<file path="src/rtl/ram_b_arbiter_pkg.sv">
// Shared definitions for the frame-buffer RAM port-B arbiter.
// Holds the default bus geometry, the requester index map and the read-tag type.
package ram_arb_pkg;

    localparam int DEF_AW     = 32;
    localparam int DEF_DW     = 8;
    localparam int DEF_RD_LAT = 2;

    localparam int REQ_PROC   = 0;
    localparam int REQ_LOADER = 1;

    // Tag id is sized for the largest supported requester count.
    localparam int NREQ_MAX = 4;
    localparam int ID_W     = $clog2(NREQ_MAX);

    typedef struct packed {
        logic            valid;
        logic [ID_W-1:0] id;
    } rd_tag_t;

    // Round-robin successor of requester k among n requesters.
    function automatic logic [ID_W-1:0] next_index(input logic [ID_W-1:0] k, input int n);
        if (int'(k) + 1 >= n) begin
            return '0;
        end
        return k + ID_W'(1);
    endfunction

endpackage

</file>
<file path="src/rtl/ram_b_arbiter_if.sv">
// Requester-side and RAM-side bus bundle of the port-B arbiter.
// master: a requester; slave: the arbiter; ram: the RAM port B model/macro.
interface ram_b_arbiter_if
    import ram_arb_pkg::*;
#(
    parameter int NREQ = 2,
    parameter int AW   = DEF_AW,
    parameter int DW   = DEF_DW
);
    logic [NREQ-1:0]    req;
    logic [NREQ-1:0]    we;
    logic [NREQ-1:0]    lock;
    logic [NREQ*AW-1:0] addr;
    logic [NREQ*DW-1:0] wdata;
    logic [NREQ-1:0]    gnt;
    logic [NREQ-1:0]    rvalid;
    logic [DW-1:0]      rdata;
    logic [AW-1:0]      ram_addr;
    logic [DW-1:0]      ram_wdata;
    logic               ram_wren;
    logic [DW-1:0]      ram_q;

    modport master (
        output req, we, lock, addr, wdata,
        input  gnt, rvalid, rdata
    );

    modport slave (
        input  req, we, lock, addr, wdata, ram_q,
        output gnt, rvalid, rdata, ram_addr, ram_wdata, ram_wren
    );

    modport ram (
        input  ram_addr, ram_wdata, ram_wren,
        output ram_q
    );

endinterface

</file>
<file path="src/rtl/ram_b_arbiter_rd_tag_pipe.sv">
// Delay line carrying read tags alongside the RAM read latency so the
// returning data can be steered to the requester that issued the read.
module rd_tag_pipe
    import ram_arb_pkg::*;
#(
    parameter int DEPTH = DEF_RD_LAT + 1
)(
    input  logic    clk,
    input  logic    rst_n,
    input  rd_tag_t tag_i,
    output rd_tag_t tag_o
);

    rd_tag_t stage_q [DEPTH];

    // Shift tags one stage per cycle; reset drops every in-flight tag.
    always_ff @(posedge clk or negedge rst_n) begin
        if (!rst_n) begin
            for (int i = 0; i < DEPTH; i++) begin
                stage_q[i] <= '0;
            end
        end else begin
            stage_q[0] <= tag_i;
            for (int i = 1; i < DEPTH; i++) begin
                stage_q[i] <= stage_q[i-1];
            end
        end
    end

    assign tag_o = stage_q[DEPTH-1];

endmodule

</file>
<file path="src/rtl/ram_b_arbiter.sv">
// Round-robin arbiter and sequencer for frame-buffer RAM port B.
// Grants one requester per cycle, registers the access onto the RAM pins and
// returns read data with a per-requester strobe RD_LAT+2 cycles after accept.
// Optional burst locking is compiled in with the macro ARB_LOCK_EN.
module ram_b_arbiter
    import ram_arb_pkg::*;
#(
    parameter int NREQ   = 2,
    parameter int AW     = DEF_AW,
    parameter int DW     = DEF_DW,
    parameter int RD_LAT = DEF_RD_LAT
)(
    input  logic           clk,
    input  logic           rst_n,
    ram_b_arbiter_if.slave bus
);

    logic [NREQ-1:0] eligible;
    logic [NREQ-1:0] gnt_c;
    logic            accept;
    logic [ID_W-1:0] win_id;
    logic            win_we;
    logic [AW-1:0]   win_addr;
    logic [DW-1:0]   win_wdata;

    logic [ID_W-1:0] ptr_q, ptr_d;
    logic [AW-1:0]   ram_addr_q, ram_addr_d;
    logic [DW-1:0]   ram_wdata_q, ram_wdata_d;
    logic            ram_wren_q, ram_wren_d;
    logic [NREQ-1:0] rvalid_q, rvalid_d;
    logic [DW-1:0]   rdata_q, rdata_d;

    rd_tag_t tag_in, tag_out;

`ifdef ARB_LOCK_EN
    logic [NREQ-1:0] owner_mask;
    logic            owner_vld_q, owner_vld_d;
    logic [ID_W-1:0] owner_id_q, owner_id_d;
    logic            win_lock;

    // Decode the current lock owner into a requester mask.
    always_comb begin
        owner_mask = '0;
        for (int j = 0; j < NREQ; j++) begin
            owner_mask[j] = (owner_id_q == ID_W'(j));
        end
    end

    // Ownership is taken by a locked accept and dropped by an unlocked accept
    // or when the owner lets go of both req and lock.
    always_comb begin
        owner_vld_d = owner_vld_q;
        owner_id_d  = owner_id_q;
        if (accept) begin
            owner_vld_d = win_lock;
            owner_id_d  = win_id;
        end else if (owner_vld_q && !(|(bus.req & owner_mask)) && !(|(bus.lock & owner_mask))) begin
            owner_vld_d = 1'b0;
        end
    end

    // Lock ownership register.
    always_ff @(posedge clk or negedge rst_n) begin
        if (!rst_n) begin
            owner_vld_q <= 1'b0;
            owner_id_q  <= '0;
        end else begin
            owner_vld_q <= owner_vld_d;
            owner_id_q  <= owner_id_d;
        end
    end
`else
    logic unused_lock;
    assign unused_lock = ^bus.lock;
`endif

    // Search from the pointer with wrap-around; the first eligible requester wins
    // and its access fields are muxed out alongside the grant.
    always_comb begin
        eligible = bus.req;
`ifdef ARB_LOCK_EN
        if (owner_vld_q) begin
            eligible = bus.req & owner_mask;
        end
        win_lock = 1'b0;
`endif
        gnt_c     = '0;
        accept    = 1'b0;
        win_id    = '0;
        win_we    = 1'b0;
        win_addr  = '0;
        win_wdata = '0;
        for (int r = 0; r < NREQ; r++) begin
            for (int j = 0; j < NREQ; j++) begin
                if (!accept && eligible[j] && (((int'(ptr_q) + r) % NREQ) == j)) begin
                    gnt_c[j]  = 1'b1;
                    accept    = 1'b1;
                    win_id    = ID_W'(j);
                    win_we    = bus.we[j];
                    win_addr  = bus.addr[j*AW +: AW];
                    win_wdata = bus.wdata[j*DW +: DW];
`ifdef ARB_LOCK_EN
                    win_lock  = bus.lock[j];
`endif
                end
            end
        end
    end

    // Next-state for pointer, RAM pins and read return; reads push a valid tag.
    always_comb begin
        ptr_d       = accept ? next_index(win_id, NREQ) : ptr_q;
        ram_addr_d  = accept ? win_addr : ram_addr_q;
        ram_wdata_d = accept ? win_wdata : ram_wdata_q;
        ram_wren_d  = accept & win_we;
        tag_in.valid = accept & ~win_we;
        tag_in.id    = win_id;
        rvalid_d = '0;
        for (int j = 0; j < NREQ; j++) begin
            rvalid_d[j] = tag_out.valid && (tag_out.id == ID_W'(j));
        end
        rdata_d = tag_out.valid ? bus.ram_q : rdata_q;
    end

    // Arbitration pointer, registered RAM access and read-return registers.
    always_ff @(posedge clk or negedge rst_n) begin
        if (!rst_n) begin
            ptr_q       <= '0;
            ram_addr_q  <= '0;
            ram_wdata_q <= '0;
            ram_wren_q  <= 1'b0;
            rvalid_q    <= '0;
            rdata_q     <= '0;
        end else begin
            ptr_q       <= ptr_d;
            ram_addr_q  <= ram_addr_d;
            ram_wdata_q <= ram_wdata_d;
            ram_wren_q  <= ram_wren_d;
            rvalid_q    <= rvalid_d;
            rdata_q     <= rdata_d;
        end
    end

    rd_tag_pipe #(.DEPTH(RD_LAT + 1)) u_tag_pipe (
        .clk   (clk),
        .rst_n (rst_n),
        .tag_i (tag_in),
        .tag_o (tag_out)
    );

    assign bus.gnt       = gnt_c;
    assign bus.rvalid    = rvalid_q;
    assign bus.rdata     = rdata_q;
    assign bus.ram_addr  = ram_addr_q;
    assign bus.ram_wdata = ram_wdata_q;
    assign bus.ram_wren  = ram_wren_q;

endmodule

</file>
<file path="src/flat_wrapper.sv">
// flat-port wrapper written by rule: the top's interface ports become plain ports
module ram_b_arbiter_flat import ram_arb_pkg::*;
#(
    parameter int NREQ   = 2,
    parameter int AW     = DEF_AW,
    parameter int DW     = DEF_DW,
    parameter int RD_LAT = DEF_RD_LAT
)
  (clk, rst_n, bus_req, bus_we, bus_lock, bus_addr, bus_wdata, bus_ram_q, bus_gnt, bus_rvalid, bus_rdata, bus_ram_addr, bus_ram_wdata, bus_ram_wren);
  ram_b_arbiter_if #(.NREQ(NREQ), .AW(AW), .DW(DW)) bus_i ();
  input  logic clk;
  input  logic rst_n;
  input wire logic [$bits(bus_i.req)-1:0] bus_req;
  input wire logic [$bits(bus_i.we)-1:0] bus_we;
  input wire logic [$bits(bus_i.lock)-1:0] bus_lock;
  input wire logic [$bits(bus_i.addr)-1:0] bus_addr;
  input wire logic [$bits(bus_i.wdata)-1:0] bus_wdata;
  input wire logic [$bits(bus_i.ram_q)-1:0] bus_ram_q;
  output wire logic [$bits(bus_i.gnt)-1:0] bus_gnt;
  output wire logic [$bits(bus_i.rvalid)-1:0] bus_rvalid;
  output wire logic [$bits(bus_i.rdata)-1:0] bus_rdata;
  output wire logic [$bits(bus_i.ram_addr)-1:0] bus_ram_addr;
  output wire logic [$bits(bus_i.ram_wdata)-1:0] bus_ram_wdata;
  output wire logic [$bits(bus_i.ram_wren)-1:0] bus_ram_wren;
  assign bus_i.req = bus_req;
  assign bus_i.we = bus_we;
  assign bus_i.lock = bus_lock;
  assign bus_i.addr = bus_addr;
  assign bus_i.wdata = bus_wdata;
  assign bus_i.ram_q = bus_ram_q;
  assign bus_gnt = bus_i.gnt;
  assign bus_rvalid = bus_i.rvalid;
  assign bus_rdata = bus_i.rdata;
  assign bus_ram_addr = bus_i.ram_addr;
  assign bus_ram_wdata = bus_i.ram_wdata;
  assign bus_ram_wren = bus_i.ram_wren;
  ram_b_arbiter #(.NREQ(NREQ), .AW(AW), .DW(DW), .RD_LAT(RD_LAT)) u_core (.clk(clk), .rst_n(rst_n), .bus(bus_i));
endmodule
</file>
<file path="config.mk">
export PLATFORM = sky130hd
export DESIGN_NAME = ram_b_arbiter_flat
export DESIGN_NICKNAME = d
export VERILOG_FILES = /design/src/rtl/ram_b_arbiter_pkg.sv /design/src/rtl/ram_b_arbiter_if.sv /design/src/rtl/ram_b_arbiter_rd_tag_pipe.sv /design/src/rtl/ram_b_arbiter.sv /design/src/flat_wrapper.sv
export SDC_FILE = /design/constraint.sdc
export NUM_CORES = 1
export LEC_CHECK = 0
export ABC_AREA = 1
export CAP_MARGIN = 20
export CORE_UTILIZATION = 37
export DETAILED_ROUTE_END_ITERATION = 12
export GPL_TIMING_DRIVEN = 0
export HOLD_SLACK_MARGIN = 0.03
export PLACE_DENSITY = 0.8
export RECOVER_POWER = 50
export SYNTH_ARGS = -nofsm -noshare
export SYNTH_HDL_FRONTEND = slang
export SYNTH_SLANG_ARGS = --single-unit
</file>
<file path="constraint.sdc">
create_clock -name clk -period 1.5 [get_ports clk]
set_clock_uncertainty 0.15 [all_clocks]
set_input_delay 0.15 -clock clk [delete_from_list [all_inputs] [get_ports clk]]
set_output_delay 0.15 -clock clk [all_outputs]
set_load 0.01 [all_outputs]
</file>
==> results.txt <==
Results of the full flow below.

Cells and area:
- The run gives the combinational fraction of the cell area as 0.2088.
- The layout report lists the multi-input gate area as 889.6 sq um.
- Ranking logic cells in the layout by count gives the top entries 107 x sky130_fd_sc_hd__nand2_1, 90 x sky130_fd_sc_hd__clkdlybuf4s50_1, 81 x sky130_fd_sc_hd__nand3_1, 58 x sky130_fd_sc_hd__dfrtp_1, 48 x sky130_fd_sc_hd__dlygate4sd2_1.
- The run gives the final standard cell utilization of the core as 0.6671.
- The run puts the layout multi-input combinational cell count at between 200 and 250.
- The run gives the total of clock buffers placed in the layout as 14.
- The run gives the number of flip-flops in the largest register as 32.
- The run puts the number of nets in the layout at approximately 550.
- The run gives the non-clock buffering overhead in the final layout as 0.3783.
- Leaving out fill and tap cells, the most frequent cell in the layout is sky130_fd_sc_hd__nand2_1.

STA:
- The run gives the final setup violation count as 0.
- The run puts the worst-case setup margin in the final layout at 0.04371 ns.
- The max-slew check reports its worst relative slack as 0.6908.
- The run gives the final period utilization as 0.9709.
- The run puts the worst hold slack at about 0.08 ns.
- Setup repair after global routing could not meet its margin everywhere.

Clocking:
- The run puts the number of hold-repair buffers added at the cts stage at 2.

Place:
- Detailed placement reports a standard cell area of just over 0.004 sq mm.
- The run gives the total instance count after detailed placement as slightly above 500.

Job:
- The run reported a max-capacitance violation count of 0.

Power:
- The run gives the group with the largest share of power as sequential cells.
- The run gives the overall power after layout as 4322 uW.
- The run puts the switching power at between 1000 and 1500 uW.
- The run gives the total power density per cell area as approximately 1000 mW/mm^2.

Setup path:
- The run puts the arrival time at the worst endpoint at 1.16 ns.
- In this run the critical path is formed by buf_6 -> nand2_4 -> nand2_4 -> inv_4 -> buf_6.
- The worst setup path is launched from a flop.
- The run puts the number of buffer and inverter stages on the critical path at 3.
- The run gives the start-to-end type of the worst setup path as reg -> out.
- The run gives the worst reg-to-reg setup slack as 0.07 ns.

GRT:
- The run puts the global routing met1 resource utilization at 0.2812.
- The run gives the remaining global-route overflow as 0.
- After global routing, the most crowded layer is met2.
- The run gives the initial antenna violation count as 0.

Logic synthesis:
- The run puts the post-synthesis net count at between 300 and 400.
- Ranked by instance count, the synthesized netlist is headed by 110 x sky130_fd_sc_hd__nand2_1, 81 x sky130_fd_sc_hd__nand3_1, 58 x sky130_fd_sc_hd__dfrtp_1, 9 x sky130_fd_sc_hd__buf_2, 7 x sky130_fd_sc_hd__buf_4.
- The run puts the synthesized netlist cell count at approximately 290.
- The run gives the cell type with the highest aggregate area in the netlist as sky130_fd_sc_hd__dfrtp_1.
- Counting flops with a built-in enable in the synthesized netlist gives 0.
- After synthesis, the cell types taking the most area are sky130_fd_sc_hd__dfrtp_1 59%, sky130_fd_sc_hd__nand2_1 17%, sky130_fd_sc_hd__nand3_1 16%, sky130_fd_sc_hd__buf_4 2.1%, sky130_fd_sc_hd__buf_2 1.8%.

Run status:
- The run finished with clean final reports.

Min path:
- The worst hold path passes through 3 cells.
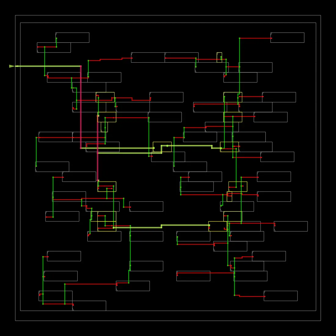
(images/clock_nets.png)
clock sink count: 58
flip-flop and latch count: 58
later-pin clock latency in the skew report: 0.32 ns
CTS buffer count: 9

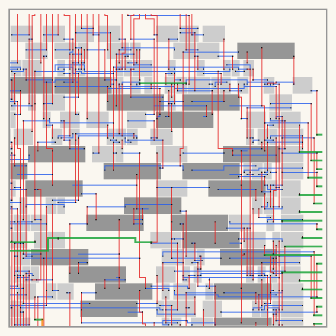
(images/closeup.png)
Region (34, 34) to (84, 84) microns. Cells in grey, sequential cells in the stronger grey; small squares are vias.
M4 -> orange
M1 -> blue
M2 -> red
M3 -> green
cells with their middle in the window = 150
sequential cells in the window = 23
netlist names of flops here include = u_core.bus.ram_addr (11), u_core.u_tag_pipe.stage_q (4), u_core.bus.rdata (3)
most frequent = nand2_1 (33), clkdlybuf4s50_1 (27)

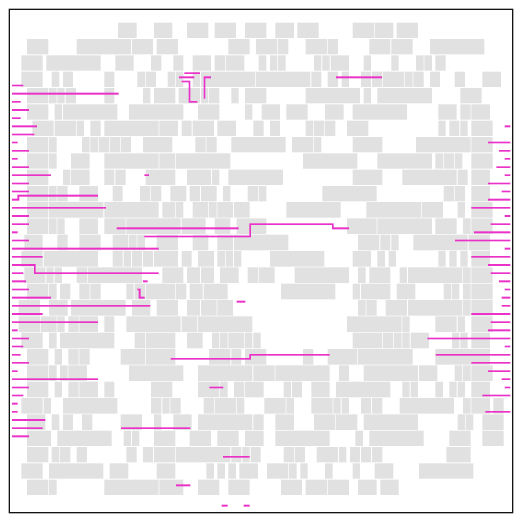
(images/m3.png)
(6 px per micron) Cells faint in the background.
longest straight run = 24.1 microns
main direction = horizontal
share of all routed wire = 6.7%
wire length on this layer = 486 microns
nets with wire on the layer = 89
total detailed-routing wirelength: 7214 microns
vias after detailed routing: 2552
global-route track usage on met3: 0.06429

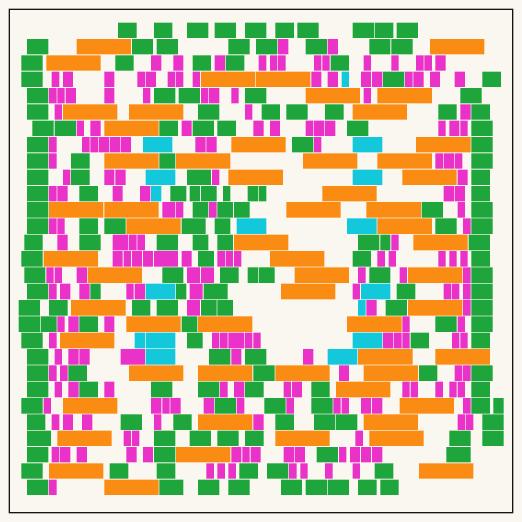
(images/class_map.png)
(6 px per micron)
clock drivers and dummy loads -> cyan  # cells 16, share of their area 4.4%
registers -> orange  # cells 58, share of their area 35%
remaining buffers and delay cells -> green  # cells 175, share of their area 39%
remaining logic cells -> magenta  # cells 208, share of their area 22%

Power and IR drop assume default switching activity.
